File: src/rtl/register_pkg.sv
// Shared sizing and state encoding for the register index encoder.
package register_pkg;
    localparam int N_REGS = 32;
    localparam int IDX_W  = 5;

    typedef enum logic {
        IDLE = 1'b0,
        EMIT = 1'b1
    } state_t;
endpackage

File: src/rtl/lsb_encoder.sv
// Combinational lowest-set-bit search: returns index of the lowest set bit and whether any bit is set.
module lsb_encoder #(
    parameter int N_REGS = 32,
    parameter int IDX_W  = 5
) (
    input  logic [N_REGS-1:0] mask,
    output logic [IDX_W-1:0]  idx,
    output logic              any
);
    always_comb begin
        idx = '0;
        // Scan downward so the lowest set bit is the last (winning) assignment.
        for (int i = N_REGS - 1; i >= 0; i--) begin
            if (mask[i]) idx = IDX_W'(i);
        end
    end

    assign any = |mask;
endmodule

File: src/rtl/register_encoder.sv
// Walks a register mask and emits the index of each set bit in ascending order, one per handshake.
module register_encoder #(
    parameter int N_REGS = register_pkg::N_REGS,
    parameter int IDX_W  = register_pkg::IDX_W
) (
    input  logic              clk,
    input  logic              rst_n,
    input  logic              load_valid,
    output logic              load_ready,
    input  logic [N_REGS-1:0] load_mask,
    input  logic              abort,
    output logic              idx_valid,
    input  logic              idx_ready,
    output logic [IDX_W-1:0]  idx,
    output logic [N_REGS-1:0] idx_onehot,
    output logic              idx_last,
    output logic [IDX_W:0]    remaining,
    output logic              done
);
    import register_pkg::*;

    state_t            state;
    logic [N_REGS-1:0] mask;
    logic [N_REGS-1:0] mask_nxt;
    logic              done_nxt;
    logic [IDX_W-1:0]  enc_idx;
    logic              enc_any;
    logic [N_REGS-1:0] onehot_nxt;
    logic [IDX_W:0]    cnt_nxt;

    assign load_ready = (state == IDLE);

    always_comb begin
        mask_nxt = mask;
        done_nxt = 1'b0;
        if (abort) begin
            mask_nxt = '0;
        end else if (state == IDLE) begin
            if (load_valid) begin
                mask_nxt = load_mask;
                done_nxt = (load_mask == '0);
            end
        end else if (idx_valid && idx_ready) begin
            mask_nxt = mask & ~idx_onehot;
            done_nxt = idx_last;
        end
    end

    // Outputs are computed from the next mask and registered, so they change only on a clock edge.
    lsb_encoder #(.N_REGS(N_REGS), .IDX_W(IDX_W)) u_lsb (
        .mask (mask_nxt),
        .idx  (enc_idx),
        .any  (enc_any)
    );

    assign onehot_nxt = enc_any ? (N_REGS'(1) << enc_idx) : '0;

    always_comb begin
        cnt_nxt = '0;
        for (int i = 0; i < N_REGS; i++) begin
            cnt_nxt = cnt_nxt + {{IDX_W{1'b0}}, mask_nxt[i]};
        end
    end

    always_ff @(posedge clk or negedge rst_n) begin
        if (!rst_n) begin
            state      <= IDLE;
            mask       <= '0;
            idx_valid  <= 1'b0;
            idx        <= '0;
            idx_onehot <= '0;
            idx_last   <= 1'b0;
            remaining  <= '0;
            done       <= 1'b0;
        end else begin
            state      <= enc_any ? EMIT : IDLE;
            mask       <= mask_nxt;
            idx_valid  <= enc_any;
            idx        <= enc_idx;
            idx_onehot <= onehot_nxt;
            idx_last   <= (cnt_nxt == (IDX_W+1)'(1));
            remaining  <= cnt_nxt;
            done       <= done_nxt;
        end
    end
endmodule

File: config.mk
export PLATFORM = sky130hd
export DESIGN_NAME = register_encoder
export DESIGN_NICKNAME = d
export VERILOG_FILES = /design/src/rtl/register_pkg.sv /design/src/rtl/lsb_encoder.sv /design/src/rtl/register_encoder.sv
export SDC_FILE = /design/constraint.sdc
export NUM_CORES = 1
export LEC_CHECK = 0
export ABC_AREA = 0
export CAP_MARGIN = 0
export CELL_PAD_IN_SITES_DETAIL_PLACEMENT = 1
export CELL_PAD_IN_SITES_GLOBAL_PLACEMENT = 1
export CORE_AREA = 4 4 118 120
export CTS_CLUSTER_DIAMETER = 50
export DETAILED_ROUTE_END_ITERATION = 12
export DIE_AREA = 0 0 122 124
export PLACE_DENSITY = 0.85
export SYNTH_ARGS = -nofsm -noshare
export SYNTH_HDL_FRONTEND = slang
export SYNTH_HIERARCHICAL = 1
export SYNTH_SLANG_ARGS = --single-unit
File: constraint.sdc
create_clock -name clk -period 5.6 [get_ports clk]
set_clock_uncertainty 0.15 [all_clocks]
set_input_delay 1.12 -clock clk [delete_from_list [all_inputs] [get_ports clk]]
set_output_delay 1.12 -clock clk [all_outputs]
set_load 0.005 [all_outputs]
==> Slide: Implementation Results, run 1 <==
Flow Results at a Glance

Outcome
  • Status: finished with violations
  • Failing checks: negative setup slack

Pwr
  • Maximum vdd drop: 0.663 mV

Final layout
  • Area growth from synthesis to layout: 46.1%
  • Most frequent cells in the layout: dfrtp_1, clkdlybuf4s50_1, nor2_1
  • Finished Cell Area: between 0.006 and 0.007 mm2
  • Combinational gate area: 0.00244 mm2

Critical path
  • Reg2Reg Depth: 19
  • Worst Setup End Kind: flop
  • Worst endpoint data arrival time: roughly 6.3 ns

Place
  • RePlAce Congestion: 0.908

Timing
  • Fmax: around 160 MHz
  • Fin worst setup slack: -0.630 ns
  • Final hold slack: 0.541 ns
  • RSZ-0062 raised after global routing: yes
  • Final Setup Violations: 6

GRT
  • Vias in the first global route: just over 5k

Floorplan
  • I/O pin count: 84

Synthesis
  • Yosys cell types: 45
  • Synth Instances: 477

Clocking
  • Maximum level of the CTS H-tree: 3

Worst hold path
  • Hold Path Cell Cnt: 2
## run 1: synthesized netlist by cell type (2+ instances only)
cell,n
a2111oi_0,2
a211o_1,16
a211oi_1,18
a21o_1,2
a21oi_1,12
a31oi_1,13
buf_1,2
buf_2,12
buf_6,2
clkbuf_1,5
dfrtp_1,78
fa_1,24
ha_1,7
inv_1,47
mux2i_1,13
nand2_1,58
nand2b_1,7
nand3_1,5
nand4_1,3
nand4b_1,3
nor2_1,67
nor2b_1,19
nor3_1,14
nor3_2,2
nor3b_1,2
nor4_1,14
o21ai_0,5
o31ai_1,5
or4_1,2
or4_4,2
xnor2_1,2
## run 1: routing by layer
metal / vias to the layer above / global-route usage
met5: - / 0
met4: 0 / 0.145
met3: 96 / 0.0613
met2: 275 / 0.454
met1: 2324 / 0.326
li1: 1906 / -
## run 1: power by group through the flow
stage / Sequential (uW) / Combinational, uW / Clock [uW]
6_report: 815 / 2240 / 599
5_1_grt: 821 / 2410 / 629
4_1_cts: 804 / 2120 / 595
3_5_place_dp: 809 / 1820 / 0
3_3_place_gp: 808 / 1730 / 0
2_1_floorplan: 772 / 1030 / 0
## run 1: kinds of logic after synthesis
logic type,share of synthesized area
compound gates,0.127
xor+xnor,0.00581
fa+ha+maj,0.126
buf+inv,0.0689
flops,0.432
mux,0.0288
simple gates,0.212
## run 1: registers in the layout (all words and copies together) (netlist names)
| name | cells |
|---|---|
| idx_valid | 1 |
| done | 1 |
| mask | 32 |
| idx_onehot | 32 |
| idx | 5 |
| idx_last | 1 |
| remaining | 6 |
## run 1: cell type report
class / instances / area share
inverters: 48 / 0.0273
repair buffers: 155 / 0.231
well taps: 176 / 0.0333
clock inverters: 5 / 0.00909
multi-input cells: 328 / 0.369
flip-flops and latches: 78 / 0.296
clock buffers: 11 / 0.0352
## run 1: through the flow
step	std cells	power, uW
after global routing	801	3860
after CTS	795	3520
after global placement	759	2540
after floorplan	477	1800
after detailed placement	759	2630
final	801	3650
## run 1: worst max-delay path by stage
stage,from,endpoint,cells past startpoint
CTS,load_valid,idx_last,21
global placement,idx_ready,idx_last,20
floorplan,load_valid,idx_last,21
detailed placement,idx_ready,idx_last,20
global route,idx_ready,idx_last,20
finish,load_mask[15],idx_last,18
## run 1: critical path, cell delays in order
cell,delay (ns)
clkdlybuf4s50_1,0.51
nand2_2,0.09
a21oi_4,0.20
fa_1,0.48
inv_2,0.09
fa_2,0.46
fa_1,0.54
fa_1,0.43
fa_2,0.57
inv_2,0.04
fa_2,0.54
ha_4,0.15
inv_2,0.05
fa_2,0.36
nand2b_4,0.16
a21oi_4,0.15
xor2_2,0.10
nor4b_2,0.27
## run 1: what timing repair did
item                                    CTS  global route
buffers inserted                         16             5
gates cloned                              4             1
pin swaps                                37            20
resized                                  73            20
endpoints found under the setup margin    7             7
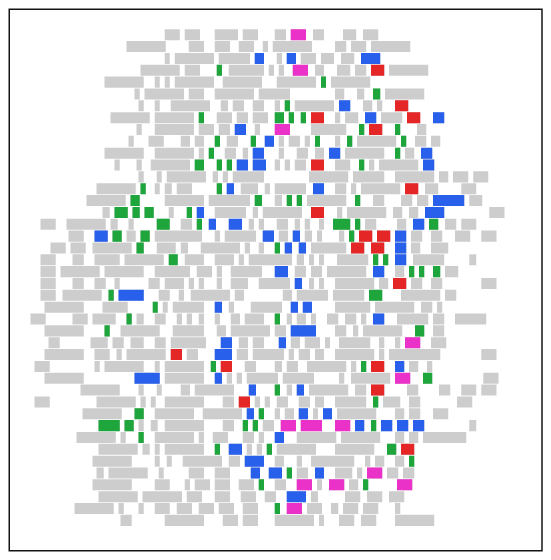
*Gate-type map, run 1*
| colour | family | cells | most used |
|---|---|---|---|
| red | AND-OR and OR-AND gates | 19 | a211o_1 |
| magenta | multiplexers | 13 | mux2i_1 |
| blue | inverting AOI/OAI gates | 61 | a211oi_1 |
| green | NAND gates | 76 | nand2_1 |

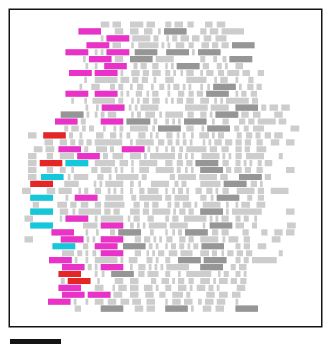
*Where the registers sit, run 1*
Scale bar: 20 um.
| colour | name in the netlist | placed flops |
|---|---|---|
| red | idx | 5 |
| magenta | idx_onehot | 32 |
| cyan | remaining | 6 |
not coloured: 35

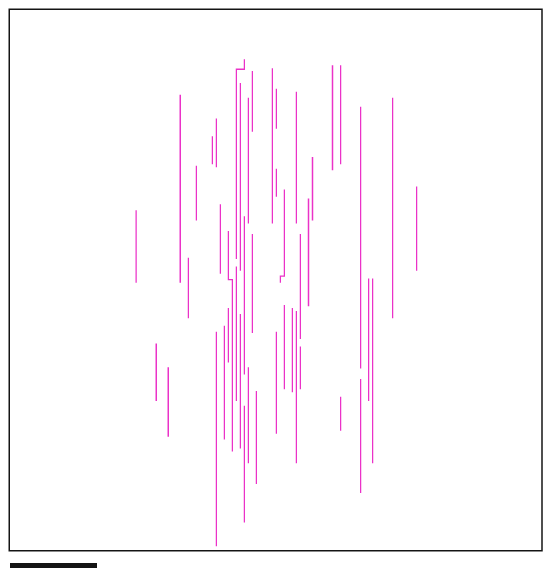
*The metal 4 layer, run 1*
Scale bar: 20 um.
main direction: vertical
wire length on this layer: 1150 um
nets with wire on the layer: 42
share of all routed wire: 5.8%

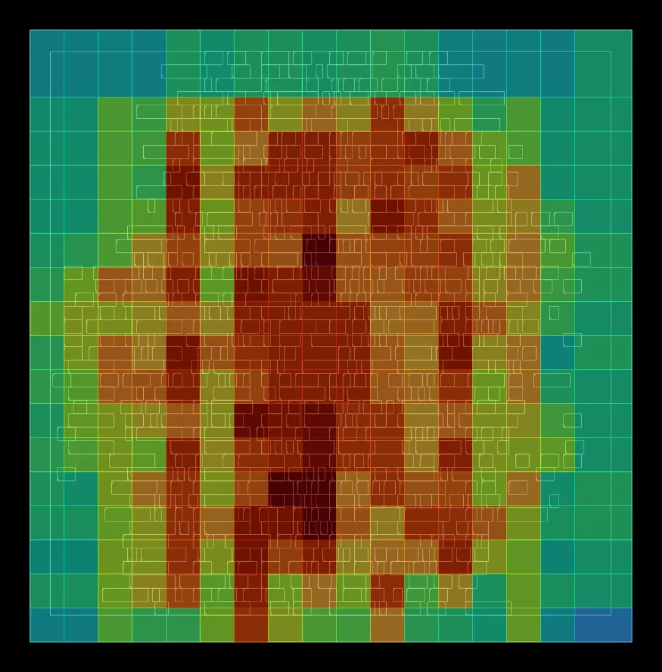
*Congestion heat map, run 1*
M2 GR Usage: 0.454
DR WL/cell: 25.0 um

==> run 2: changes to the inputs <==
Settings changed: HOLD_SLACK_MARGIN set to 0.03.
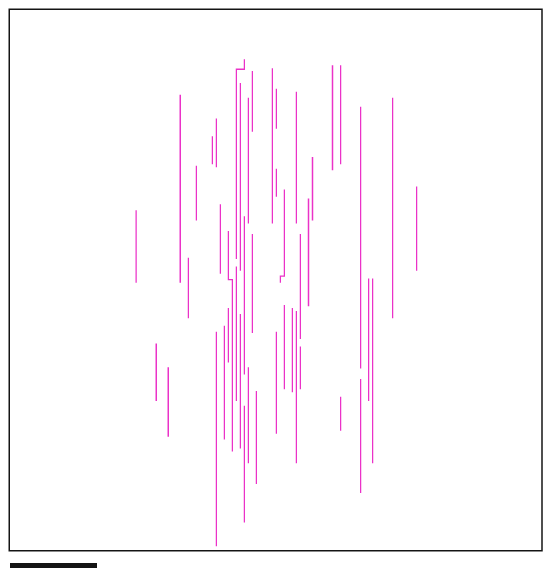
*The metal 4 layer, run 2*
Scale bar: 20 um.
wire length on this layer: 1150 um
longest straight run: 59.8 um

==> run 2 against run 1 <==
- the run still ends with negative setup slack left
- critical path type unchanged
- routed wire length unchanged
- worst setup slack unchanged
- largest power group unchanged
- cell count unchanged
==> Slide: Implementation Results, run 2 <==
Flow Results at a Glance

Outcome
  • Status: finished with violations
  • Failing checks: negative setup slack

Timing
  • Final hold slack: 0.541 ns (unchanged)
  • Fmax: 161 MHz (unchanged)
  • Final Setup Violations: 6 (unchanged)
  • RSZ-0062 raised after global routing: yes
  • Fin worst setup slack: -0.630 ns (unchanged)
  • Rel. slew slack: 0.322

Floorplan
  • Die area: between 0.015 and 0.02 mm2
  • I/O pin count: 84 (unchanged)

Synthesis
  • Top cell type's share of synthesized area: 0.432
  • Synth Instances: 477 (unchanged)
  • Mean Syn Cell Area: between 9 and 10 um2
  • Register share after synthesis: 0.432
  • Commonest cells in the netlist: dfrtp_1, nor2_1, nand2_1
  • Flop and latch count out of synthesis: slightly below 80
  • Synth top cell by count: dfrtp_1
  • Cell Area, Synth: 0.00452 mm2
  • Yosys cell types: 45 (unchanged)

Critical path
  • Worst Setup End Kind: flop
  • Slowest CP cell: fa_2
  • Worst endpoint data arrival time: 6.32 ns (about the same)
  • CP dominant cell by count: fa_2
  • Cells along the critical path: clkdlybuf4s50_1, nand2_2, a21oi_4, fa_1, inv_2, fa_2, fa_1, fa_1, fa_2, inv_2, fa_2, ha_4, inv_2, fa_2, nand2b_4, a21oi_4, xor2_2, nor4b_2
  • CP Class: primary input to flop
  • Worst EP required: 5.69 ns
  • Max stage delay on crit path: 0.57 ns (about the same)

Drt
  • Vias post-DR: around 4.6k
  • DR WL/cell: 25.0 um (unchanged)
  • Vias/cell: 5.74
  • Final Routed Wirelength: 20000 um

Final layout
  • Non-Filler Instances: 801 (unchanged)
  • Top cell excl fill/tap: dfrtp_1
  • Top flop regs: idx_onehot: 32 flops, mask: 32 flops, remaining: 6 flops
  • Most frequent cells in the layout: dfrtp_1, clkdlybuf4s50_1, nor2_1
  • Area growth from synthesis to layout: 46.1% (unchanged)
  • Reg area: 0.00195 mm2
  • Combinational gate area: 0.00244 mm2 (unchanged)
  • Finished Cell Area: 0.00661 mm2 (unchanged)

Clocking
  • Clock Path Buffers: 2
  • Maximum level of the CTS H-tree: 3 (unchanged)

Place
  • RePlAce Congestion: 0.908 (unchanged)
  • Cell Area, Placed: between 0.005 and 0.006 mm2
  • Cell count after placement: 759 (unchanged)

Pwr
  • Tot Pwr: 3650 uW (unchanged)
  • Maximum vdd drop: 0.663 mV (unchanged)

GRT
  • Vias in the first global route: 5053 (unchanged)
  • Antenna violations before repair: 0
run 2: metrics by stage:
step	setup WS, ns	util
4_1_cts	-0.632	0.502
3_3_place_gp	-1.11	0.451
2_1_floorplan	-0.599	-
5_1_grt	-0.728	0.509
6_report	-0.630	0.509
3_5_place_dp	-1.31	0.451
run 2: path summary, 6_finish.rpt:
kind	cells after the start	from	to
setup / recovery	18	load_mask[15]	idx_last
hold / removal	2	idx_last	done
setup reg to reg	19	idx_valid	idx_last
hold reg to reg	2	idx_last	done
max in group asynchronous	1	rst_n	idx_valid
min in group asynchronous	1	rst_n	mask[0]
run 2: cell families (layout without fill, tap and decap cells):
family	after synthesis	after routing	synth area share
xor+xnor	3	3	0.00581
fa+ha+maj	31	31	0.126
buf+inv	71	219	0.0689
compound gates	80	80	0.127
mux	13	13	0.0288
flops	78	78	0.432
simple gates	201	201	0.212
run 2: critical path, delay by kind of cell:
family                     cells  cell delay [ns]
AOI/OAI and AO/OA              2             0.35
xor gates and xnor gates       1             0.10
adders and majority gates      8             3.53
buffers and inverters          4             0.69
and+or+nand+nor                3             0.52
run 2: per-layer routing:
| metal | part of all wire | vias up | global-route usage |
|---|---|---|---|
| met4 | 0.058 | 0 | 0.145 |
| li1 | - | 1906 | - |
| met3 | 0.074 | 96 | 0.0613 |
| met1 | 0.38 | 2324 | 0.326 |
| met2 | 0.49 | 275 | 0.454 |
| met5 | 0 | - | 0 |
run 2: repair_timing:
action                                 in CTS  in global routing
setup endpoints to repair                   7                  7
setup buffers                              16                  5
endpoints found under the hold margin       0                  0
gates cloned                                4                  1
gates resized                              73                 20
pin swaps                                  37                 20
run 2: area by class of cell:
class                      instances  area share
clock inverter                     5     0.00909
multi-input combinational        328       0.369
timing repair buffer             155       0.231
clock buffer                      11      0.0352
tap                              176      0.0333
inverter                          48      0.0273
sequential                        78       0.296
run 2: report_power, final:
part | internal, uW | total [uW] | leakage [uW] | switching (uW)
clock network | 346 | 599 | 0.000128 | 253
registers | 705 | 815 | 0.00106 | 110
logic | 1030 | 2240 | 0.00183 | 1210
total | 2080 | 3650 | 0.00302 | 1570
### Gate-type map, run 2

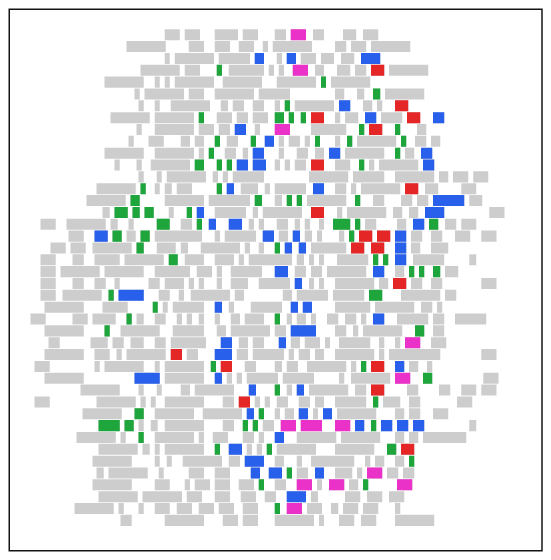

==> run 3: changes to the inputs <==
Settings changed: SKIP_CTS_REPAIR_TIMING set to 1.
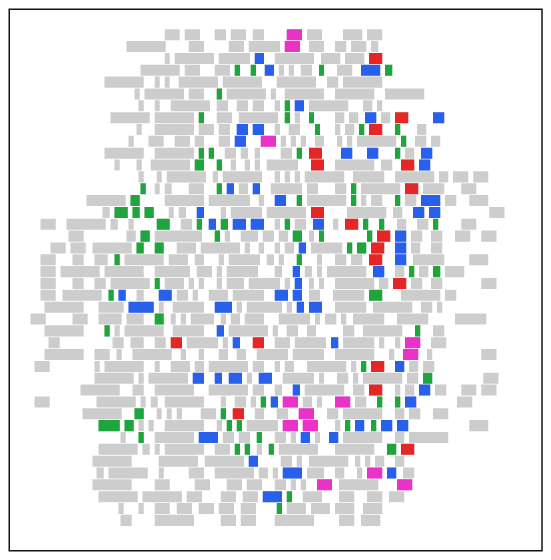
*Gate-type map, run 3*
| colour | family | cells | most used |
|---|---|---|---|
| green | NAND gates | 76 | nand2_1 |
| magenta | multiplexers | 13 | mux2i_1 |
| blue | inverting AOI/OAI gates | 61 | a211oi_1 |
| red | AND-OR and OR-AND gates | 19 | a211o_1 |

==> run 3 against run 2 <==
- the flow still finishes with violations (negative setup slack)
- hold slack better by 0.039 ns
- synthesized area unchanged
- die size unchanged
- largest cell class unchanged
- highest routed layer unchanged
- combinational power down about 10%
- critical path type unchanged
- clock power down 2%
- non-clock buffer count down 9
- cell count down 1.1%
- total power down 6.6%
- sequential cell count unchanged
- utilization down 1.2 points
==> Slide: Implementation Results, run 3 <==
Flow Results at a Glance

Timing
  • Fin worst setup slack: -0.734 ns (-0.105 ns)
  • Rel. slew slack: 0.335 (+0.0132)
  • Final Setup Violations: 6 (unchanged)

Drt
  • Vias post-DR: 4393 (-4.5%)
  • Final Routed Wirelength: 18300 um (-8.7%)

Synthesis
  • Synth Instances: 477 (unchanged)
  • Synth top cell by count: dfrtp_1
  • Top cell type's share of synthesized area: 0.432 (unchanged)

GRT
  • Antenna violations before repair: 0 (unchanged)
  • Vias in the first global route: 4649 (-8.0%)

Outcome
  • Failing checks: negative setup slack
  • Status: finished with violations

Critical path
  • Max stage delay on crit path: 0.58 ns (about the same)
  • Worst endpoint data arrival time: 6.43 ns (+0.11 ns)
  • R2r endpoint: idx_last

Floorplan
  • Die area: 0.0151 mm2 (unchanged)

Clocking
  • Clock Path Buffers: 2 (unchanged)

Place
  • RePlAce Congestion: 0.908 (unchanged)

Final layout
  • Non-Filler Instances: 792 (-1.1%)
  • Most frequent cells in the layout: dfrtp_1, clkdlybuf4s50_1, nor2_1
run 3: cell counts after synthesis:
No cell type changed its count.
run 3: logic make-up (layout without fill, tap and decap cells):
family                     Yosys count  in the layout  share of synthesized area
and+or+nand+nor                    201            201                      0.212
AOI/OAI and AO/OA                   80             80                      0.127
DFF                                 78             78                      0.432
buffers and inverters               71            210                     0.0689
adders and majority gates           31             31                      0.126
muxes                               13             13                     0.0288
xor gates and xnor gates             3              3                    0.00581
run 3: worst max path at each step:
stage                   from  cells past startpoint  slack [ns]  endpoint
3_5_place_dp       idx_ready                     20       -1.31  idx_last
4_1_cts            idx_ready                     20        -1.0  idx_last
3_3_place_gp       idx_ready                     20       -1.11  idx_last
5_1_grt        load_mask[23]                     17       -0.86  idx_last
2_1_floorplan     load_valid                     21       -0.60  idx_last
6_report           idx_ready                     20       -0.73  idx_last
run 3: cell type report:
type,count,share of cell area
Tap cell,176,0.0341
Clock buffer,11,0.0361
Inverter,48,0.0279
Multi-Input combinational cell,328,0.365
Clock inverter,5,0.00931
Timing Repair Buffer,146,0.225
Sequential cell,78,0.303
run 3: layer usage:
metal	global-route usage	up-vias	routed length [um]
li1	-	1885	-
met2	0.394	268	8980
met3	0.0531	64	1530
met5	0	-	0
met4	0.0770	0	879
met1	0.279	2176	6870
run 3: metrics by stage:
stage | cell area, um2 | total power [uW]
after detailed placement | 5850 | 2630
final | 6450 | 3410
after global routing | 6450 | 3630
after global placement | 5850 | 2540
after floorplan | 4570 | 1800
after CTS | 6140 | 3280
run 3: worst min-delay path, stage by stage, from the launching register on:
cell and delay, ns:
dfrtp_1 0.43, nand4b_1 0.16, o31ai_1 0.10
run 3: power by group:
part	leakage, uW	total [uW]	internal (uW)	switching, uW
Clock	0.000128	585	345	240
Combinational	0.00186	2010	921	1090
Sequential	0.00106	809	705	104
Total	0.00305	3410	1970	1440
Power figures rest on the tool's default switching activity, not on a simulated workload.
